--- config.mk ---
export PLATFORM = sky130hd
export DESIGN_NAME = uc_multicycle_exc
export DESIGN_NICKNAME = d
export VERILOG_FILES = /design/src/rtl/uc_multicycle_exc.sv
export SDC_FILE = /design/constraint.sdc
export NUM_CORES = 1
export LEC_CHECK = 0
export CELL_PAD_IN_SITES_DETAIL_PLACEMENT = 0
export CELL_PAD_IN_SITES_GLOBAL_PLACEMENT = 1
export CORE_MARGIN = 2
export CORE_UTILIZATION = 27
export DETAILED_ROUTE_END_ITERATION = 12
export GPL_TIMING_DRIVEN = 0
export PLACE_DENSITY_LB_ADDON = 0.1
export SLEW_MARGIN = 30
export SYNTH_ARGS = -nofsm -noshare
export SYNTH_HDL_FRONTEND = slang
export SYNTH_SLANG_ARGS = --single-unit
--- constraint.sdc ---
create_clock -name clk -period 2.6 [get_ports clk]
set_clock_uncertainty 0.15 [all_clocks]
set_input_delay 0.65 -clock clk [delete_from_list [all_inputs] [get_ports clk]]
set_output_delay 0.65 -clock clk [all_outputs]
set_load 0.03 [all_outputs]
--- src/rtl/uc_multicycle_exc.sv ---
// Multicycle main control FSM for the 32-bit MIPS-subset datapath: wait-stated
// memory, mult/div start/done handshake and three vectored precise exceptions.
module uc_multicycle_exc #(
    parameter int DATA_W     = 32,
    parameter int ADDR_W     = 32,
    parameter int MEM_WAIT   = 1,
    parameter int VEC_OPCODE = 253,
    parameter int VEC_OVF    = 254,
    parameter int VEC_DIV0   = 255
) (
    input  logic              clk,
    input  logic              reset,
    input  logic [5:0]        opcode,
    input  logic [5:0]        funct,
    input  logic [DATA_W-1:0] b_value,
    input  logic              overflow,
    input  logic              md_done,
    output logic              pc_write,
    output logic              pc_write_cond,
    output logic              ir_write,
    output logic              mem_read,
    output logic              mem_write,
    output logic              reg_write,
    output logic              ab_write,
    output logic              alu_out_write,
    output logic              epc_write,
    output logic              cause_write,
    output logic              init_mult,
    output logic              init_div,
    output logic              hi_write,
    output logic              lo_write,
    output logic [1:0]        pc_source,
    output logic [1:0]        iord,
    output logic [1:0]        reg_dst,
    output logic [1:0]        mem_to_reg,
    output logic              alu_src_a,
    output logic [1:0]        alu_src_b,
    output logic [2:0]        alu_op,
    output logic [1:0]        branch_op,
    output logic [1:0]        int_cause,
    output logic [ADDR_W-1:0] exc_vector
);

    localparam logic [4:0] RST      = 5'd0;
    localparam logic [4:0] FETCH    = 5'd1;
    localparam logic [4:0] DECODE   = 5'd2;
    localparam logic [4:0] EXEC_R   = 5'd3;
    localparam logic [4:0] EXEC_I   = 5'd4;
    localparam logic [4:0] WB       = 5'd5;
    localparam logic [4:0] BRANCH   = 5'd6;
    localparam logic [4:0] JUMP     = 5'd7;
    localparam logic [4:0] JREG     = 5'd8;
    localparam logic [4:0] ADDR     = 5'd9;
    localparam logic [4:0] MEM_RD   = 5'd10;
    localparam logic [4:0] MEM_WR   = 5'd11;
    localparam logic [4:0] MD_START = 5'd12;
    localparam logic [4:0] MD_WAIT  = 5'd13;
    localparam logic [4:0] EXC0     = 5'd14;
    localparam logic [4:0] EXC_RD   = 5'd15;
    localparam logic [4:0] EXC_LD   = 5'd16;

    localparam logic [5:0] OP_RTYPE = 6'h00;
    localparam logic [5:0] OP_J     = 6'h02;
    localparam logic [5:0] OP_JAL   = 6'h03;
    localparam logic [5:0] OP_BEQ   = 6'h04;
    localparam logic [5:0] OP_BNE   = 6'h05;
    localparam logic [5:0] OP_BLE   = 6'h06;
    localparam logic [5:0] OP_BGT   = 6'h07;
    localparam logic [5:0] OP_ADDI  = 6'h08;
    localparam logic [5:0] OP_ADDIU = 6'h09;
    localparam logic [5:0] OP_LW    = 6'h23;
    localparam logic [5:0] OP_SW    = 6'h2b;

    localparam logic [5:0] F_JR     = 6'h08;
    localparam logic [5:0] F_MFHI   = 6'h10;
    localparam logic [5:0] F_MFLO   = 6'h12;
    localparam logic [5:0] F_MULT   = 6'h18;
    localparam logic [5:0] F_DIV    = 6'h1a;
    localparam logic [5:0] F_ADD    = 6'h20;
    localparam logic [5:0] F_SUB    = 6'h22;
    localparam logic [5:0] F_AND    = 6'h24;

    localparam logic [2:0] WAIT_LAST = 3'(MEM_WAIT);

    logic [4:0] state, nextState;
    logic [2:0] waitCnt;
    logic [5:0] opReg, fnReg;
    logic [1:0] cause, nextCause;
    logic       loadCause;
    logic [4:0] decNext;
    logic       memDone, counting;
    logic       isR, isAdd, isSub, isAddi, isDiv, isLw, isJal, isMfx;
    logic [ADDR_W-1:0] excVec;

    assign memDone  = (waitCnt == WAIT_LAST);
    assign counting = (state == FETCH) || (state == MEM_RD) || (state == EXC_RD);

    // Instruction class from the IR as seen during DECODE; EXC0 marks undefined.
    always_comb begin
        decNext = EXC0;
        case (opcode)
            OP_RTYPE: begin
                case (funct)
                    F_ADD, F_SUB, F_AND: decNext = EXEC_R;
                    F_MULT, F_DIV:       decNext = MD_START;
                    F_MFHI, F_MFLO:      decNext = WB;
                    F_JR:                decNext = JREG;
                    default:             decNext = EXC0;
                endcase
            end
            OP_ADDI, OP_ADDIU:               decNext = EXEC_I;
            OP_BEQ, OP_BNE, OP_BLE, OP_BGT:  decNext = BRANCH;
            OP_J, OP_JAL:                    decNext = JUMP;
            OP_LW, OP_SW:                    decNext = ADDR;
            default:                         decNext = EXC0;
        endcase
    end

    assign isR    = (opReg == OP_RTYPE);
    assign isAdd  = isR && (fnReg == F_ADD);
    assign isSub  = isR && (fnReg == F_SUB);
    assign isDiv  = isR && (fnReg == F_DIV);
    assign isMfx  = isR && ((fnReg == F_MFHI) || (fnReg == F_MFLO));
    assign isAddi = (opReg == OP_ADDI);
    assign isLw   = (opReg == OP_LW);
    assign isJal  = (opReg == OP_JAL);

    always_comb begin
        nextState = RST;
        nextCause = 2'd0;
        loadCause = 1'b0;
        case (state)
            RST:      nextState = FETCH;
            FETCH:    nextState = memDone ? DECODE : FETCH;
            DECODE: begin
                nextState = decNext;
                loadCause = (decNext == EXC0);
                nextCause = 2'd0;
            end
            EXEC_R: begin
                loadCause = overflow && (isAdd || isSub);
                nextCause = 2'd1;
                nextState = loadCause ? EXC0 : WB;
            end
            EXEC_I: begin
                loadCause = overflow && isAddi;
                nextCause = 2'd1;
                nextState = loadCause ? EXC0 : WB;
            end
            ADDR:     nextState = isLw ? MEM_RD : MEM_WR;
            MEM_RD:   nextState = memDone ? WB : MEM_RD;
            MD_START: begin
                loadCause = isDiv && (b_value == '0);
                nextCause = 2'd2;
                nextState = loadCause ? EXC0 : MD_WAIT;
            end
            MD_WAIT:  nextState = md_done ? FETCH : MD_WAIT;
            EXC0:     nextState = EXC_RD;
            EXC_RD:   nextState = memDone ? EXC_LD : EXC_RD;
            WB, BRANCH, JUMP, JREG, MEM_WR, EXC_LD: nextState = FETCH;
            default:  nextState = RST;
        endcase
    end

    always_ff @(posedge clk) begin
        if (!reset) begin
            state   <= RST;
            waitCnt <= '0;
            opReg   <= '0;
            fnReg   <= '0;
            cause   <= '0;
        end else begin
            state   <= nextState;
            waitCnt <= (counting && !memDone) ? waitCnt + 3'd1 : 3'd0;
            if (state == DECODE) begin
                opReg <= opcode;
                fnReg <= funct;
            end
            if (loadCause) cause <= nextCause;
        end
    end

    always_comb begin
        case (cause)
            2'd0:    excVec = ADDR_W'(VEC_OPCODE);
            2'd1:    excVec = ADDR_W'(VEC_OVF);
            default: excVec = ADDR_W'(VEC_DIV0);
        endcase
    end

    // Moore decode of state/latched IR; only init_div (b_value) and the
    // hi/lo writes (md_done) look at live inputs. reset=0 silences everything.
    always_comb begin
        pc_write = 1'b0; pc_write_cond = 1'b0; ir_write = 1'b0;
        mem_read = 1'b0; mem_write = 1'b0; reg_write = 1'b0;
        ab_write = 1'b0; alu_out_write = 1'b0; epc_write = 1'b0;
        cause_write = 1'b0; init_mult = 1'b0; init_div = 1'b0;
        hi_write = 1'b0; lo_write = 1'b0;
        pc_source = 2'd0; iord = 2'd0; reg_dst = 2'd0; mem_to_reg = 2'd0;
        alu_src_a = 1'b0; alu_src_b = 2'd0; alu_op = 3'd0; branch_op = 2'd0;
        int_cause = 2'd0; exc_vector = '0;
        if (reset) begin
            case (state)
                FETCH: begin
                    mem_read = 1'b1;
                    if (memDone) begin
                        ir_write  = 1'b1;
                        pc_write  = 1'b1;
                        alu_src_b = 2'd1;
                    end
                end
                DECODE: begin
                    ab_write      = 1'b1;
                    alu_out_write = 1'b1;
                    alu_src_b     = 2'd3;
                end
                EXEC_R: begin
                    alu_out_write = 1'b1;
                    alu_src_a     = 1'b1;
                    alu_op        = isSub ? 3'd1 : (fnReg == F_AND) ? 3'd2 : 3'd0;
                end
                EXEC_I, ADDR: begin
                    alu_out_write = 1'b1;
                    alu_src_a     = 1'b1;
                    alu_src_b     = 2'd2;
                end
                WB: begin
                    reg_write  = 1'b1;
                    reg_dst    = isR ? 2'd1 : 2'd0;
                    mem_to_reg = isLw ? 2'd1 : isMfx ? 2'd3 : 2'd0;
                end
                BRANCH: begin
                    pc_write_cond = 1'b1;
                    pc_source     = 2'd1;
                    alu_src_a     = 1'b1;
                    alu_op        = 3'd1;
                    branch_op     = opReg[1:0];
                end
                JUMP: begin
                    pc_write  = 1'b1;
                    pc_source = 2'd2;
                    if (isJal) begin
                        reg_write  = 1'b1;
                        reg_dst    = 2'd2;
                        mem_to_reg = 2'd2;
                    end
                end
                JREG: begin
                    pc_write  = 1'b1;
                    alu_src_a = 1'b1;
                    alu_src_b = 2'd2;
                end
                MEM_RD: begin
                    mem_read = 1'b1;
                    iord     = 2'd1;
                end
                MEM_WR: begin
                    mem_write = 1'b1;
                    iord      = 2'd1;
                end
                MD_START: begin
                    init_mult = !isDiv;
                    init_div  = isDiv && (b_value != '0);
                end
                MD_WAIT: begin
                    hi_write = md_done;
                    lo_write = md_done;
                end
                EXC0: begin
                    epc_write   = 1'b1;
                    cause_write = 1'b1;
                    alu_src_b   = 2'd1;
                    alu_op      = 3'd1;
                    int_cause   = cause;
                    exc_vector  = excVec;
                end
                EXC_RD: begin
                    mem_read   = 1'b1;
                    iord       = 2'd2;
                    int_cause  = cause;
                    exc_vector = excVec;
                end
                EXC_LD: begin
                    pc_write   = 1'b1;
                    pc_source  = 2'd3;
                    int_cause  = cause;
                    exc_vector = excVec;
                end
                default: ;
            endcase
        end
    end

endmodule
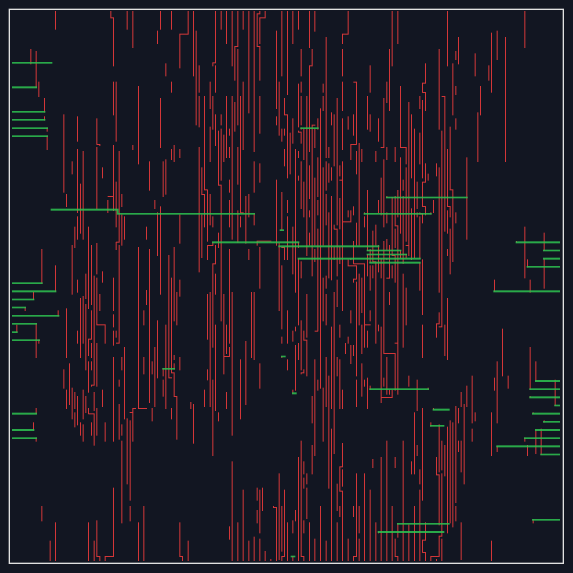
Run 1: metal layers overlaid
(6 px per micron) Two of the layers only.
- met3: green (wire length 324 microns)
- met2: red (wire length 3,820 microns)

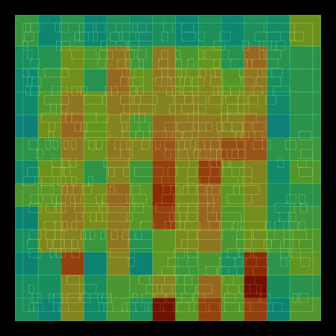
Run 1: routing congestion map
global routing's busiest layer: met2
met1 Use GR: 0.2147

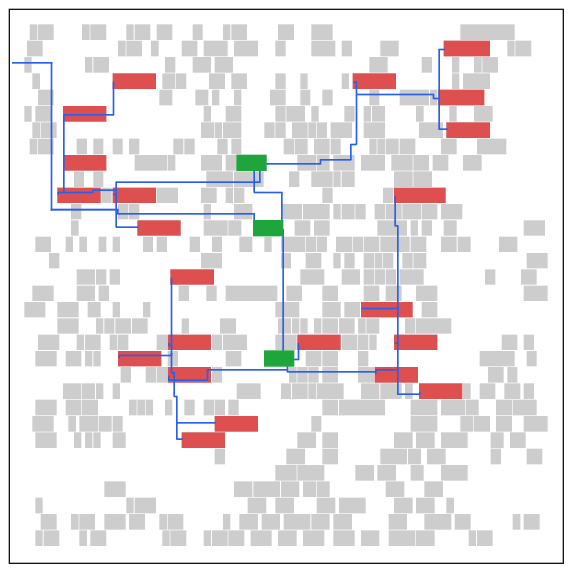
Run 1: clock network drawn from the DEF
(6 px per micron)
- flip-flops: red (count 22)
- clock wires: blue (length 384 microns)
- cells driving clock nets: green (count 3)
- routed clock nets: 4

[run 1: cell type report]
| type | count | share of cell area |
|---|---|---|
| clock buffer | 4 | 0.01598 |
| tap | 102 | 0.03704 |
| sequential | 22 | 0.1307 |
| inverter | 6 | 0.006899 |
| timing repair buffer | 100 | 0.2422 |
| buffer | 45 | 0.09695 |
| multi-input combinational | 250 | 0.4702 |
[run 1: worst min-delay path, stage by stage (launching register included)]
cell and delay [ns]:
dfxtp_1 0.33, o21ai_0 0.07, a21oi_1 0.06
[run 1: placed cells by master (no fill, tap or decap), drive strengths merged, types with 4 or more instances in the layout]
master,instances
a21oi,34
and2,7
and3,5
buf,78
clkbuf,14
clkdlybuf4s15,6
clkdlybuf4s50,18
conb,25
dfxtp,22
dlygate4sd2,29
dlymetal6s2s,4
inv,5
nand2,30
nand2b,5
nand3,15
nor2,32
nor2b,5
nor3,12
nor3b,4
nor4,11
nor4b,4
o21ai,19
[run 1: kinds of logic (layout without fill, tap and decap cells)]
group | Yosys count | count (layout)
simple gates | 142 | 142
compound gates | 74 | 75
other cells | 1 | 25
xor+xnor | 2 | 2
mux | 4 | 4
flops | 22 | 22
buf+inv | 53 | 155
fa+ha+maj | 2 | 2
[run 1: cells in the mapped netlist (all sizes together) (2+ instances only)]
cell and n:
a211oi 2, a21oi 33, a22oi 2, a31oi 3, a32oi 3, and2 7
and2b 2, and3 5, and4 2, buf 43, clkbuf 4, dfxtp 22
ha 2, inv 5, mux2i 3, nand2 30, nand2b 5, nand3 15
nand3b 2, nand4 3, nor2 32, nor2b 5, nor3 12, nor3b 4
nor4 11, nor4b 4, o21a 2, o21ai 19, xnor2 2
[run 1: per-layer routing]
metal	share of wire	vias to the layer above	track usage
met4	0.015	0	0.04104
met2	0.51	69	0.2996
li1	-	1275	-
met1	0.43	1181	0.2147
met5	0	-	0
met3	0.043	10	0.01808
[run 1: state kept, by name, summed over array words and instances (netlist names)]
name	flops
opReg	6
fnReg	6
state	5
cause	2
waitCnt	3
[run 1: repair_timing]
action / in CTS / in global routing
setup endpoints to repair: 39 / 36
pin swaps: 15 / 6
setup buffers: 12 / 3
endpoints found under the hold margin: 0 / 0
gates cloned: 0 / 1
resized: 197 / 60
[run 1: path summary, 6_finish.rpt]
kind,startpoint,end,slack (ns),cells past startpoint
worst max-delay path,state[3]$_SDFF_PN0_,alu_op[0],0.02,6
worst min-delay path,fnReg[2]$_SDFFE_PN0P_,fnReg[2]$_SDFFE_PN0P_,0.35,2
worst max register to register,state[0]$_SDFF_PN0_,state[0]$_SDFF_PN0_,0.77,8
worst min register to register,fnReg[2]$_SDFFE_PN0P_,fnReg[2]$_SDFFE_PN0P_,0.35,2
[run 1: report_power, final]
part	internal [mW]	switching [mW]	leakage, nW
clock network	0.136	0.127	0.0288
registers	0.352	0.0159	0.180
logic	0.200	0.261	1.29
total	0.687	0.404	1.50
[run 1: metrics by stage]
stage          std cells  hold WS (ns)
2_1_floorplan        324        0.2715
3_3_place_gp         511        0.2847
3_5_place_dp         511        0.2948
4_1_cts              525        0.3532
5_1_grt              529        0.3797
6_report             529        0.3526
==> Changelog: implementation, run 1 <==
### Implementation results

* Total power at 1.091 mW
* Io pins at between 100 and 150
* Final hold violation count at 0
* Chip Width at ~90 microns
* Critical path capture point type: output pin
* Buffers on Ports at ~85
* DR vias at around 2.5k
* Min cycle time layout at 2.578 ns
* Crit start category: flip-flop
* First-pass GRT wire length at 11.56 mm
* CTS Hold Bufs at 0
* Vias in the first global route at around 2.3k
* Crit-path most repeated cell: clkbuf_4
* DRT antenna net count at 0
* Filler cell count at approximately 800
* RSZ-0062 raised after global routing: true
* Antenna diode instance count at 0
* Largest net degree at the start of global routing at 17
* Post-synth regs at 22
* Number of buffers created by CTS at 3
* CP arrival at approximately 1.8 ns
* Clk buf depth at 2
* Yosys Instances at ~300
* RePlAce Congestion at 0.8529
* Ys async rst share at 0
* Pwr dens at 316.6 nW/um^2
* Register share after synthesis at 0.2101
* Worst Max-Slew Pin Slew at 0.5241 ns
* Gate Area at roughly 1600 sq um
* Number of enable flip-flop cells at 0
* CP delay by family, top: simple AND/OR/NAND/NOR gates
* Yosys adder share at 0.01194
* CTS tree: done
* Post-route setup TNS at 0 ns
* TritonRoute pass-1 iters at 4
* Slew HR at 0.6476
* FP Core Util at 0.2755
* Final period utilization at 0.9917
* Fin area at 3446 sq um
* Layout cells sized above 1 at 0.3583
* P&R area growth vs syn at 64.42%
* Crit path max fanout at 8
* Grt total ovfl at 0
* Fmax at about 0.39 GHz
* Final HPWL DP at 5.593 mm
* Max incr delay on CP at 0.31 ns
* XOR-XNOR Cells, Area Fraction at 0.008358
* Buffers & Inverters on Critical Path at 2
* Tool warning count at 30
* DR iter-0 viols at 161
* Die height at 92.10 microns
* Post-Synthesis Cells at about 300
* Final-report setup violation count at 0
* Core area at about 7600 sq um
* Final nets at between 400 and 500
* Top cells by area: dfxtp_1 (21%), buf_4 (13%), a21oi_1 (7.6%), nand2_1 (5.2%), nor2_1 (5.0%)
* CTS clk-pin slew, worst paths at approximately 0.090 ns
* Aoi share at 0.2090
* Post-route worst setup slack at 0.02150 ns
* Worst setup path category: flip-flop to output pin
* Yosys top cell by area: dfxtp_1
* Number of antenna violations at the first check in global routing at 0
* Dominant comb cell: simple AND/OR/NAND/NOR gates
* Maximum VDD drop at approximately 0.00020 V
* FP Rows at 32
* Syn avg cell area at around 7.0 sq um
* CP Data Required Time at around 1.8 ns
* Synth warnings at 0
* Yosys stat area at 2096 sq um
* Synth Area in Simple Gates at 0.3755
* Insertion Delay late pin at between 0.2 and 0.3 ns
* Mapped cell area at around 2100 sq um
* Detailed Route WL at between 7 and 8 mm
* Status: finished, final reports clean
* Pre-CTS setup slack at -0.7427 ns
* FF/Latch Area at about 450 sq um
* Fin util at 0.4530
* Unique cell types at just under 60
* Pleak at about 1.5 nW
* Worst Hold Class: flip-flop to flip-flop
* CP Cell Sequence: clkbuf_4, nor3_2, and4_4, nand3_1, a21oi_1, clkbuf_4
* Die area at between 8000 and 9000 sq um
* Cell Area, Placed at ~3200 sq um
* Final Max Tran Viols at 0
* Max cap viols at 0
* # DRC at 0
* Area share, top type at 0.2101
* Via density at about 4.8
* Wirelength per Cell at between 10 and 15 microns
* H-tree levels at 1
* Root Buffer: clkbuf_8
* GRT Util Overall at 0.1676
* Slowest CP cell: dfxtp_1
* CTS sink cnt at 22
* Mux frac, synth at 0.01970
* Ys flop type: dfxtp_1
--- run 2 (diff from run 1) ---
- SLEW_MARGIN: 30 -> unset
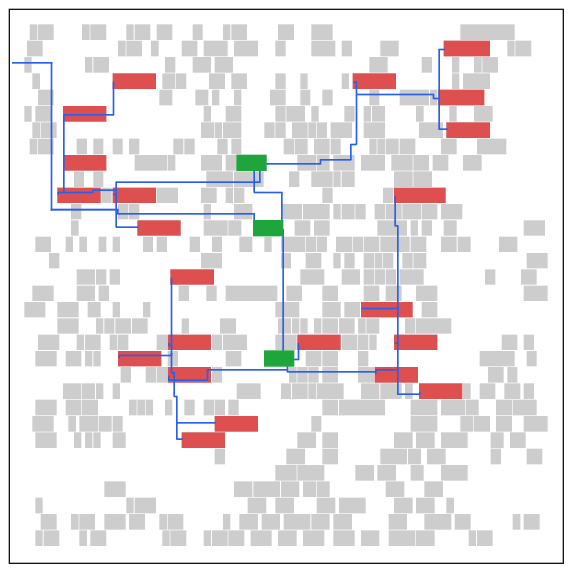
Run 2: clock network drawn from the DEF
(6 px per micron)
- flip-flops: red (count 22)
- cells driving clock nets: green (count 3)
- clock wires: blue (length 384 microns)
- routed clock nets: 4

==> run 2 against run 1 <==
Worst setup slack unchanged. Design area unchanged. Critical path depth did not move. First-iteration DRC count did not move. Non-clock buffer count unchanged. Synthesized cell count unchanged. Global-route usage unchanged. Fmax is the same. Wire length is the same. Sequential cell count stayed put. Largest power group unchanged.
==> Changelog: implementation, run 2 <==
### Implementation results

* Final HPWL DP at 5.593 mm (unchanged)
* Yosys Instances at 300 (unchanged)
* CTS clk-pin slew, worst paths at 0.09 ns (about the same)
* Worst Hold Depth at 2 (unchanged)
* CP arrival at 1.78 ns (about the same)
* Pwr dens at 316.6 nW/um^2 (unchanged)
* RePlAce Congestion at 0.8529 (unchanged)
* Worst setup path category: flip-flop to output pin (unchanged)
* Slew HR at 0.6476 (unchanged)
* Critical path capture point type: output pin (unchanged)
* Ys async rst share at 0 (unchanged)
* Via density at 4.792 (unchanged)
* Post-Synthesis Cells at 300 (unchanged)
* Aoi share at 0.2090 (unchanged)
* Yosys stat area at 2096 sq um (unchanged)
* Number of antenna violations at the first check in global routing at 0 (unchanged)
* Unique cell types at 58 (unchanged)
* Fin util at 0.4530 (unchanged)
* Yosys adder share at 0.01194 (unchanged)
* Min cycle time layout at 2.578 ns (unchanged)
* Synth warnings at 0 (unchanged)
* Layout cells sized above 1 at 0.3583 (unchanged)
* FP Rows at 32 (unchanged)
* Most frequent cell after synthesis: buf_4 (unchanged)
* XOR-XNOR Cells, Area Fraction at 0.008358 (unchanged)
* Vias in the first global route at 2,339 (unchanged)
* Die height at 92.10 microns (unchanged)
* Number of enable flip-flop cells at 0 (unchanged)
* Final Max Tran Viols at 0 (unchanged)
* Dominant comb cell: simple AND/OR/NAND/NOR gates (unchanged)
* Most frequent cells in the layout: buf_4 (64), a21oi_1 (31), nand2_1 (29), dlygate4sd2_1 (29), conb_1 (25) (unchanged)
* Number of buffers created by CTS at 3 (unchanged)
* Buffers on Ports at 85 (unchanged)
* Wirelength per Cell at 14.04 microns (unchanged)
* CTS tree: done (unchanged)
* Cell Area, Placed at 3186 sq um (unchanged)
* Worst Reg2Reg Path Length in Cells at 8 (unchanged)
* Clk buf depth at 2 (unchanged)
* Top flop regs: fnReg (6), opReg (6), state (5) (unchanged)
* Chip Width at 92.10 microns (unchanged)
* DRT antenna net count at 0 (unchanged)
* Max cap viols at 0 (unchanged)
* Fin area at 3446 sq um (unchanged)
* Io pins at 112 (unchanged)
* Tool warning count at 30 (unchanged)
* Register share after synthesis at 0.2101 (unchanged)
* CTS Hold Bufs at 0 (unchanged)
* Area share, top type at 0.2101 (unchanged)
* Most instantiated cells after synthesis: buf_4 (36), a21oi_1 (32), nand2_1 (29) (unchanged)
* Filler cell count at 812 (unchanged)
* Final nets at 478 (unchanged)
* Top cells by area: dfxtp_1 (21%), buf_4 (13%), a21oi_1 (7.6%), nand2_1 (5.2%), nor2_1 (5.0%) (unchanged)
* P&R area growth vs syn at 64.42% (unchanged)
* Final period utilization at 0.9917 (unchanged)
* Grt total ovfl at 0 (unchanged)
* Die area at 8482 sq um (unchanged)
* DR vias at 2,535 (unchanged)
* Antenna diode instance count at 0 (unchanged)
* Post-route setup TNS at 0 ns (unchanged)
* Fmax at 0.3878 GHz (unchanged)
* TritonRoute pass-1 iters at 4 (unchanged)
* # DRC at 0 (unchanged)
* Crit start category: flip-flop (unchanged)
* Insertion Delay late pin at 0.27 ns (about the same)
* Worst Hold Class: flip-flop to flip-flop (unchanged)
* Crit path max fanout at 8 (unchanged)
* DR iter-0 viols at 161 (unchanged)
* First-pass GRT wire length at 11.56 mm (unchanged)
* Worst Max-Slew Pin Slew at 0.5241 ns (unchanged)
* Status: finished, final reports clean (unchanged)
* Cell Count, Final, Fillers Out at 529 (unchanged)
* RSZ-0062 raised after global routing: true (unchanged)
* Root Buffer: clkbuf_8 (unchanged)
* CP Data Required Time at 1.80 ns (about the same)
* GRT Util Overall at 0.1676 (unchanged)
* Largest net degree at the start of global routing at 17 (unchanged)
* Placed insts at 511 (unchanged)
* Synth Area in Simple Gates at 0.3755 (unchanged)
* Pre-CTS setup slack at -0.7427 ns (unchanged)
* Detailed Route WL at 7.429 mm (unchanged)
* Core area at 7607 sq um (unchanged)
* Mux frac, synth at 0.01970 (unchanged)
* Maximum VDD drop at 0.0002037 V (unchanged)
* Pleak at 1.504 nW (unchanged)
* Mapped cell area at 2096 sq um (unchanged)
* Yosys top cell by area: dfxtp_1 (unchanged)
* Top cell excl fill/tap: buf_4 (unchanged)
* Syn avg cell area at 6.986 sq um (unchanged)
* Final hold violation count at 0 (unchanged)
* Post-synth regs at 22 (unchanged)
* Final-report setup violation count at 0 (unchanged)
* H-tree levels at 1 (unchanged)
* Ys flop type: dfxtp_1 (unchanged)
* Post-route worst setup slack at 0.02150 ns (unchanged)
* FP Core Util at 0.2755 (unchanged)
* CTS sink cnt at 22 (unchanged)
==> run 2: cell counts in the layout (fill, tap and decap cells not counted) <==
Identical to the previous run, type by type.
==> run 2: path summary, 6_finish.rpt <==
kind	end	slack (ns)	from
max	alu_op[0]	0.02	state[3]$_SDFF_PN0_
min	fnReg[2]$_SDFFE_PN0P_	0.35	fnReg[2]$_SDFFE_PN0P_
max reg2reg	state[0]$_SDFF_PN0_	0.77	state[0]$_SDFF_PN0_
min reg2reg	fnReg[2]$_SDFFE_PN0P_	0.35	fnReg[2]$_SDFFE_PN0P_
==> run 2: report_power, final <==
group	internal [mW]	switching, mW
Clock	0.136	0.127
Combinational	0.200	0.261
Sequential	0.352	0.0159
==> run 2: what timing repair did <==
item / 4_1_cts / 5_1_grt
pin swaps: 15 / 6
setup endpoints to repair: 39 / 36
gates cloned: 0 / 1
resized: 197 / 60
hold endpoints to repair: 0 / 0
setup buffers: 12 / 3
==> run 2: cell type report <==
class | count | area (sq um) | share of cell area
Timing Repair Buffer | 100 | 834.6 | 0.2422
Multi-Input combinational cell | 250 | 1620 | 0.4702
Clock buffer | 4 | 55.05 | 0.01598
Inverter | 6 | 23.77 | 0.006899
Buffer | 45 | 334.1 | 0.09695
Sequential cell | 22 | 450.4 | 0.1307
Tap cell | 102 | 127.6 | 0.03704
==> run 2: kinds of logic (layout without fill, tap and decap cells) <==
family,count (synthesis),after routing
flops,22,22
buf+inv,53,155
fa+ha+maj,2,2
other cells,1,25
compound gates,74,75
mux,4,4
xor+xnor,2,2
simple gates,142,142
==> run 2: critical path, cell delays in order, from the launching register on <==
cell	delay (ns)
dfxtp_1	0.31
clkbuf_4	0.17
nor3_2	0.25
and4_4	0.27
nand3_1	0.08
a21oi_1	0.19
clkbuf_4	0.23
==> run 2: per-layer routing <==
layer	vias up	GRT usage	wire length, microns	part of all wire
li1	1275	-	-	-
met1	1181	0.2147	3178	0.43
met2	69	0.2996	3817	0.51
met3	10	0.01808	323	0.043
met4	0	0.04104	109	0.015
met5	-	0	0	0
==> run 2: metrics by stage <==
| stage | hold WS, ns | total power [mW] |
|---|---|---|
| 3_3_place_gp | 0.2847 | 0.7974 |
| 5_1_grt | 0.3797 | 1.146 |
| 4_1_cts | 0.3532 | 1.085 |
| 2_1_floorplan | 0.2715 | 0.6444 |
| 3_5_place_dp | 0.2948 | 0.7940 |
| 6_report | 0.3526 | 1.091 |
Power and IR drop assume default switching activity.
